==> config.mk <==
export PLATFORM = sky130hd
export DESIGN_NAME = routing_input_buffer
export DESIGN_NICKNAME = d
export VERILOG_FILES = /design/src/rtl/routing_input_buffer.sv
export SDC_FILE = /design/constraint.sdc
export NUM_CORES = 1
export LEC_CHECK = 0
export ABC_CLOCK_PERIOD_IN_PS = 9000
export CAP_MARGIN = 20
export CORE_MARGIN = 2
export CORE_UTILIZATION = 61
export CTS_BUF_LIST = sky130_fd_sc_hd__clkbuf_8
export DETAILED_ROUTE_END_ITERATION = 10
export PLACE_DENSITY_LB_ADDON = 0.3
export SLEW_MARGIN = 20
export SYNTH_ARGS = -nofsm -noshare
export SYNTH_HDL_FRONTEND = slang
export SYNTH_SLANG_ARGS = --single-unit
export TNS_END_PERCENT = 100
==> constraint.sdc <==
create_clock -name clk -period 9 [get_ports clk]
set_input_delay 0.9 -clock clk [delete_from_list [all_inputs] [get_ports clk]]
set_output_delay 0.9 -clock clk [all_outputs]
set_load 0.02 [all_outputs]
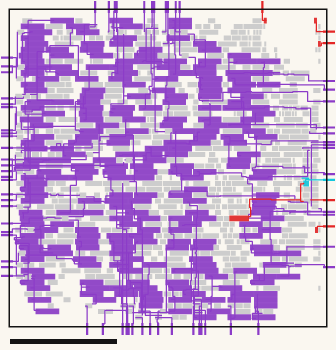
**Above:** run 1 (I/O nets highlighted).
Bar = 50 µm.
- reqOutPE: red (direction output; end cells 5; buffers 1; wire 75.4 µm)
- dataIn: purple (direction input; end cells 256; buffers 64; wire 3,900 µm)
- gntPE: cyan (direction input; end cells 1; buffers 1; wire 14.9 µm)
number of placed I/O pins: 165
number of port buffers: 144

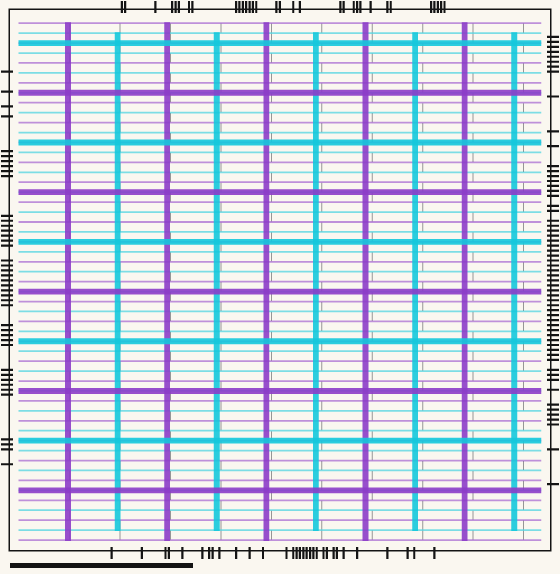
**Above:** run 1 (floorplan with the power grid).
Bar = 50 µm. Pins as bars on the die edge. Tap cells in grey.
- VSS: purple
- VDD: cyan
- met4 straps: 10
- tap cells: 270
- met1 rails: 53
maximum VDD drop: 0.0002337 V
core region area: 0.02023 mm²

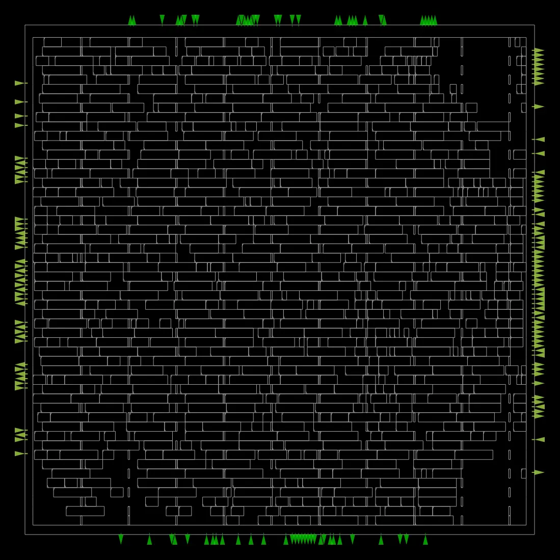
**Above:** run 1 (cell outlines without signal wires).
count of filler cells inserted in the layout: 1,128
std cell rows: 52

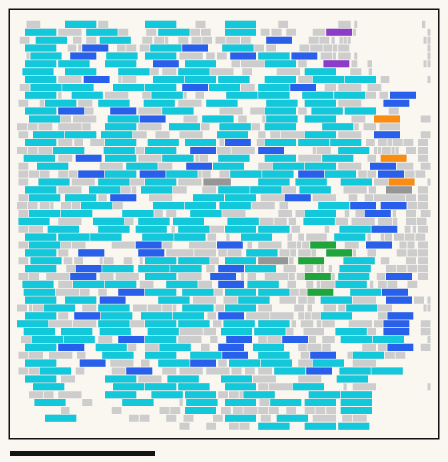
**Above:** run 1 (where the registers sit).
Bar = 50 µm. Other sequential cells in the stronger grey, the rest of the logic in the fainter grey.
- route_q: green (sequential cells 5; where middle right)
- dataOut: blue (sequential cells 64; where spread over the die)
- wptr: purple (sequential cells 2)
- count: orange (sequential cells 3)
- mem: cyan (sequential cells 256; where spread over the die)
- not coloured: 3
total sequential power: 2330 µW
Util after Layout: 75.41%

==> run notes, run 1 <==
Implementation results are summarized by area below.

Outcome
The flow ran to the end, and the final reports show no timing, DRC or antenna violations.

Finish
The flip-flop count of the largest register, all copies and words added is 256. Of the total standard cell area in the layout, the multi-input combinational portion is a little under a fifth. The flow measured a signed area growth from synthesis to layout of 21.02%.

The number of clock buffers in the layout is 60. In the final layout, the share of cells above drive strength 1 is between 15 and 20%. In the final layout, flip-flops and latches take up 63.04% of the cell area.

Worst setup path
The number of buffer and inverter instances along the worst setup path is 1. The number of cells on the critical path is 7. The critical path data required time is 9.46 ns. The worst endpoint data arrival time is 4.05 ns. The logic depth of the worst register-to-register path is 7.

In this design, the stage delay of the slowest critical-path cell is 0.84 ns.

Logic synthesis
Per the synthesis report, the adder-cell share of the synthesized area is 1.766%. The synthesized area per cell is ~21 µm². Per the synth stats, the flop cell with the highest instance count is edfxtp_1. The cell-mix breakdown from Yosys lists the XOR/XNOR area share as 0.6946%. The synthesized netlist was found by Yosys to have about 600 cells.

The netlist area before placement is 0.01261 mm². After synthesis, the share of cell area in mux cells is approximately an eighth. Per the synthesis report, the simple-gate share of the synthesized area is 1.478%.

The combinational family with the most area after synthesis is multiplexers. Of the total synthesized cell area, the portion taken by AND-OR and OR-AND cells is between 5 and 6%.

Place
The post-place setup slack is about 5.2 ns. Detailed placement finished with a half-perimeter wire length of approximately 14,000 µm.

Global routing
The number of antenna violations at the first check in global routing is 1. The number of global-route vias before repair is 6,920. Summed over all layers, the global routing overflow is 0.

Clocking
The clock-pin slew on the worst setup and hold paths is 0.06 ns. Looking at the post-CTS report, the setup buffer insertion count equals 0. The longest clock path from root to sink contains 3 buffers.

The clock tree synthesis step divided the H-tree into 2 levels. For this design, the CTS-stage hold fixing added 0 buffers.

Route
The number of DRC markers in iteration 0 is 501. The detail route stage leaves a number of antenna-violating nets equal to 0. Across all layers, the routed design uses between 6k and 7k vias.

Flow run
Summing over the stages, the warning tally comes to 29.

Min path
The number of cells on the worst hold path is listed as 2.

Floorplanning
The width of the die is 147.8 µm. The floorplan step records an initial core utilization of 62.32%. The floorplan report lists the tap cell count as 270.

Power and ir drop
The overall power after layout is between 5000 and 6000 µW.
## run 1: per-layer routing
layer  share of wire (%)  wire length (µm)  vias up  global-route usage [%]
li1                    -                 -     2766                       -
met2                  51             12470      264                   38.56
met5                   0                 0        -                       0
met4                 1.6               382        0                   7.933
met1                  41              9982     3340                   31.78
met3                 7.0              1715       30                   4.383
## run 1: Yosys cell counts, drive strengths merged (2+ instances only)
| cell | count | area share [%] |
|---|---|---|
| buf | 31 | 1.6 |
| o41ai | 2 | 0.20 |
| xnor2 | 5 | 0.35 |
| a22o | 64 | 4.4 |
| inv | 7 | 0.21 |
| a21oi | 6 | 0.24 |
| dfrtp | 77 | 15 |
| and4 | 2 | 0.14 |
| mux2i | 3 | 0.24 |
| o21ai | 2 | 0.079 |
| a22oi | 2 | 0.12 |
| clkbuf | 18 | 0.54 |
| xor2 | 5 | 0.35 |
| nand2 | 11 | 0.33 |
| and3 | 4 | 0.20 |
| o31a | 2 | 0.14 |
| o31ai | 3 | 0.18 |
| fa | 3 | 0.48 |
| mux4 | 64 | 11 |
| edfxtp | 256 | 61 |
| nor3 | 2 | 0.079 |
| nor4 | 4 | 0.37 |
| ha | 13 | 1.3 |
| a21o | 5 | 0.30 |
| or3 | 2 | 0.099 |
## run 1: power breakdown
| group | switching [µW] | total, µW | leakage [µW] | internal, µW |
|---|---|---|---|---|
| sequential | 227 | 2330 | 0.00329 | 2110 |
| clock | 547 | 1180 | 0.000587 | 634 |
| combinational | 1150 | 2160 | 0.00166 | 1010 |
## run 1: tightest hold or removal path, stage by stage (launching register included)
cell and delay [ns]:
dfrtp_1 0.34, nand2_1 0.05, nand2_1 0.06
## Run 2: what changed since run 1
--- a/config.mk
+++ b/config.mk
@@ -5,10 +5,10 @@
 export SDC_FILE = /design/constraint.sdc
 export NUM_CORES = 1
 export LEC_CHECK = 0
-export ABC_CLOCK_PERIOD_IN_PS = 9000
+export ABC_CLOCK_PERIOD_IN_PS = 3300
 export CAP_MARGIN = 20
 export CORE_MARGIN = 2
-export CORE_UTILIZATION = 61
+export CORE_UTILIZATION = 51
 export CTS_BUF_LIST = sky130_fd_sc_hd__clkbuf_8
 export DETAILED_ROUTE_END_ITERATION = 10
 export PLACE_DENSITY_LB_ADDON = 0.3
==> constraint.sdc (replaced) <==
create_clock -name clk -period 3.3 [get_ports clk]
set_input_delay 0.33 -clock clk [delete_from_list [all_inputs] [get_ports clk]]
set_output_delay 0.33 -clock clk [all_outputs]
set_load 0.02 [all_outputs]
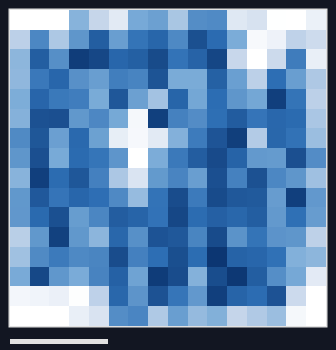
**Above:** run 2 (cell density map).
Bar = 50 µm. 16 x 16 tiles, from white (low) to dark blue (high), 0 to 100% covered.
- nearly empty tiles: 5.1%
- mean over tiles: 58%
- tiles over 75% full: 32%
- emptiest ninth of the die: upper right
- fullest tile: 98%
core region area: 0.02432 mm²
initial core utilization: 51.85%

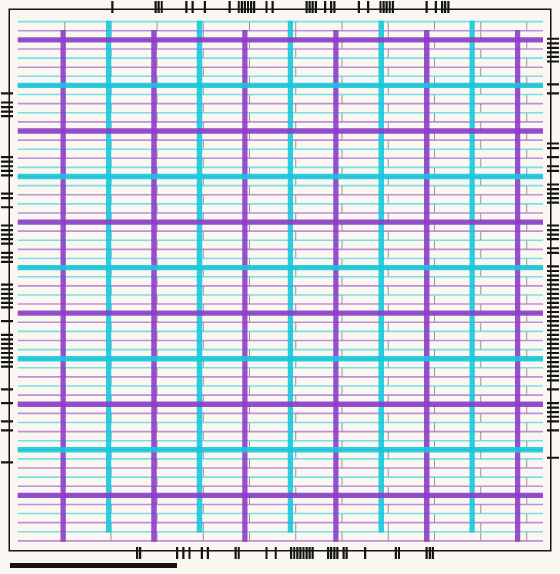
**Above:** run 2 (floorplan with the power grid).
Bar = 50 µm. Pins as bars on the die edge. Tap cells in grey.
- VDD: cyan
- VSS: purple
- met5 straps: 11
- rows: 57
- signal pins: 165
- tap cells: 324
- met1 rails: 58
maximum VDD drop: 0.0007041 V
vertical die size: 161.2 µm
die boundary width: 161.2 µm

==> run notes, run 2 <==
Implementation results are summarized by area below.

Global routing
The total congestion overflow is 0. The number of antenna violations at the first check in global routing is 3.

Place
The post-place setup slack is 0.1982 ns. In this run the tool buffered the top-level ports with 144 buffer cells. According to the dpl log, the detail-placed design has an HPWL of 15,610 µm.

Power and ir drop
The net switching power in the latest report is 5359 µW. The portion of total power attributed to combinational logic is 39.5%. The design draws 15,660 µW. Looking at the power breakdown, the clock network takes 20.3% of the total. The power report shows net switching accounting for 34.21% of the total.

Logic synthesis
edfxtp_1 is the most common cell in the netlist. The main area contributors are edfxtp_1, dfrtp_1, mux4_2. The biggest area contributor in the post-synthesis netlist is edfxtp_1. The area fraction in and, or, nand and nor cells is 1.478%. For reference, XOR and XNOR gates occupy less than 1% of the area reported after synthesis. The netlist area before placement is 0.01261 mm². The area fraction in mux cells is 11.73%. Counting instances in the post-synthesis netlist gives the leading cell types as edfxtp_1, dfrtp_1, a22o_1.

Among the non-sequential cells, multiplexers take the most area.

Finish
The post-route netlist has 19.42% of its cells at a drive strength greater than 1. The final core area utilization is 63.62%. The post-synthesis to final-layout area growth is 22.70%.

Outcome
The run finished with clean final reports.

Floorplanning
The top-level port count is 165.

Worst setup path
The logic depth of the worst register-to-register path is 7.

Route
Detailed routing inserted a total of 6,496 vias.

Clocking
The clock-pin slew on the worst setup and hold paths is 0.06 ns. Looking at the clock tree report, the maximum root-to-sink buffer count equals 3.
## run 2: cell types whose count changed in the layout (fill, tap and decap cells not counted), sizes merged
cell      before  now
clkbuf        60   61
diode          1    2
clkinvlp       1    0
buf            5   15
inv           26   28
bufinv         1    0
clkinv        11   13
## run 2: worst max-delay path, stage by stage (launching register included)
cell     delay (ns)
dfrtp_4        0.55
buf_4          0.24
mux4_2         0.58
fa_1           0.50
xor2_1         0.17
or3_1          0.33
o31a_1         0.31
o41ai_2        0.30
## run 2: power by group through the flow
stage / registers [µW] / clock network, µW / logic, µW
finish: 6290 / 3190 / 6190
floorplan: 6680 / 0 / 3600
detailed placement: 6370 / 0 / 6230
global placement: 6310 / 0 / 6070
global route: 6390 / 3450 / 6650
CTS: 6300 / 3270 / 6250
## run 2: cell families (layout without fill, tap and decap cells)
family	count (synthesis)	after routing
xor gates and xnor gates	10	10
muxes	67	67
buffers and inverters	56	261
DFF	333	333
AOI/OAI and AO/OA	86	86
adders and majority gates	16	16
and+or+nand+nor	31	31
other	1	22
## run 2: metal layers
layer	vias to the layer above	global-route usage (%)	share of wire, %
li1	2800	-	-
met1	3409	26.49	40
met2	240	34.74	51
met3	45	5.829	7.3
met4	2	4.870	1.5
met5	-	0	0.050
## run 2: layout make-up
cell class	instances	area (µm²)	area share, %
flip-flops and latches	333	9622	62.19
multi-input cells	230	2804	18.12
repair buffers	159	1629	10.53
clock buffers	61	839.6	5.426
well taps	324	405.4	2.620
clock inverters	34	140.1	0.9057
inverters	7	27.53	0.1779
diodes	2	5.005	0.03235
Power is estimated from default activity; no workload was simulated.
